Fig. 1: pin map
Drawn at 4 px/um. Pins as bars across the die edge, other pins in gray.
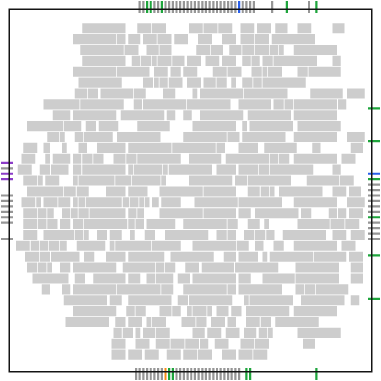
Fig. 2: routing congestion map
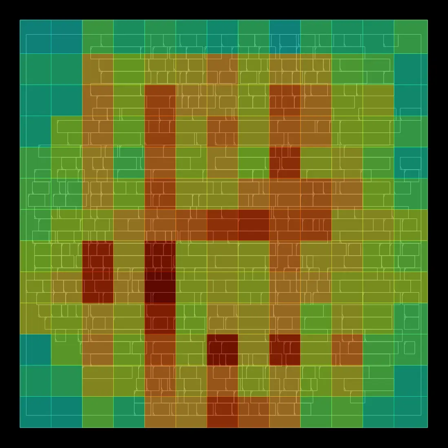
Fig. 3: sequential cells colored by netlist name
Drawn at 3 px/um. Other sequential cells in the stronger gray, the rest of the logic in the fainter gray.
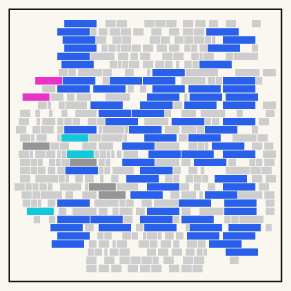
Fig. 4: layout detail
Window x 33 to 58, y 15 to 40 um. Cells in gray, sequential cells in the stronger gray; small squares are vias.
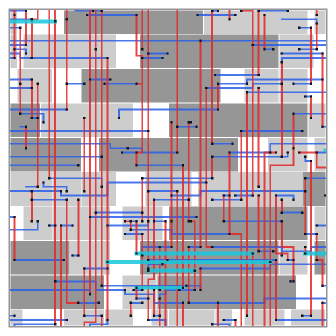
==> config.mk <==
export PLATFORM = sky130hd
export DESIGN_NAME = alu_result_collector
export DESIGN_NICKNAME = d
export VERILOG_FILES = /design/src/rtl/alu_result_collector.sv
export SDC_FILE = /design/constraint.sdc
export NUM_CORES = 1
export LEC_CHECK = 0
export CORE_UTILIZATION = 49
export CTS_CLUSTER_SIZE = 40
export DETAILED_ROUTE_END_ITERATION = 10
export HOLD_SLACK_MARGIN = 0.15
export PLACE_DENSITY = 0.8
export SYNTH_ARGS = -nofsm -noshare
export SYNTH_HDL_FRONTEND = slang
export SYNTH_SLANG_ARGS = --single-unit
==> constraint.sdc <==
create_clock -name clk -period 2.7 [get_ports clk]
set_input_delay 0.54 -clock clk [delete_from_list [all_inputs] [get_ports clk]]
set_output_delay 0.54 -clock clk [all_outputs]
set_load 0.02 [all_outputs]
==> reports/qor.csv <==
metric,value,unit
RSZ-0062 raised after global routing,no,
Synth flops,81,
met3 Use GR,0.0288,
worst vdd ir,0.720,mV
H-tree levels,3,
"EDFF count, synth",72,
initial antenna violation count,0,
Setup Skew,0.0139,ns
final non-filler cell area,5310,um^2
max reg flops,72,
Sequential Area,2390,um^2
WL met3,367,um
status,"complete, no violations",
die area,8140,um^2
Tapcells,99,
Top cell area share,0.567,
cell with the most instances after synthesis,edfxtp_1,
post-synth net total,335,
Num Clock Sinks,81,
Crit path depth,5,
synthesized area per cell,14.8,um^2
Post-CTS Hold Buffers,0,
Worst Tran Pin Value,0.584,ns
Post-synth ARST share,0.111,
Post-Route Setup TNS,0,ns
Flop Count,81,
About Fig. 1:
Green is `out_data`, pins 16, direction output, edge 6 right, 5 bottom, 5 top. Blue is `out_unit`, pins 2, direction output, edge 1 top, 1 right. Purple is `fifo_count`, pins 3, direction output, edge left. Orange is `cmp_flag`, pins 1, direction input, edge bottom.
All pins by edge: 36 top, 32 bottom, 17 right, 11 left.
die height: 90.2 um
die width: 90.2 um
# port buffers: 95

About Fig. 2:
met2 usage: 0.384
GRT busiest layer: met2
wire per inst: 17.9 um

About Fig. 3:
Blue is `r_mem`, placed flops 72, where spread over the die. Magenta is `r_wr_ptr`, placed flops 2. Cyan is `fifo_count`, placed flops 3.
Core Util, Final: 0.721
flop share of the area: 0.449

About Fig. 4:
Cyan is met3. Red is met2. Blue is met1.
Most frequent: edfxtp_1 (9), and2_1 (4), buf_4 (4). 28 logic cells have their middle in the window. Sequential cells in the window: 10.

power breakdown:
group	internal (mW)	switching, mW
sequential	1.88	0.148
clock	0.447	0.459
combinational	1.33	1.28
total	3.66	1.88
kinds of logic (layout without fill, tap and decap cells):
kind of cell               Yosys count  in the layout  share of synthesized area
muxes                               18             18                      0.106
adders and majority gates            5              5                     0.0184
AOI/OAI and AO/OA                   44             44                     0.0882
DFF                                 81             81                      0.626
and+or+nand+nor                     78             78                      0.115
buffers and inverters               27            150                     0.0351
xor gates and xnor gates             5              5                     0.0115
stage by stage:
step	worst slack (ns)	hold WS [ns]	cells	utilization
finish	0.145	0.511	480	0.721
global placement	0.106	0.525	455	0.684
detailed placement	0.0756	0.540	455	0.684
CTS	0.00137	0.513	471	0.710
floorplan	0.285	0.244	258	-
global route	0.0663	0.518	480	0.721
Power and IR drop assume default switching activity.
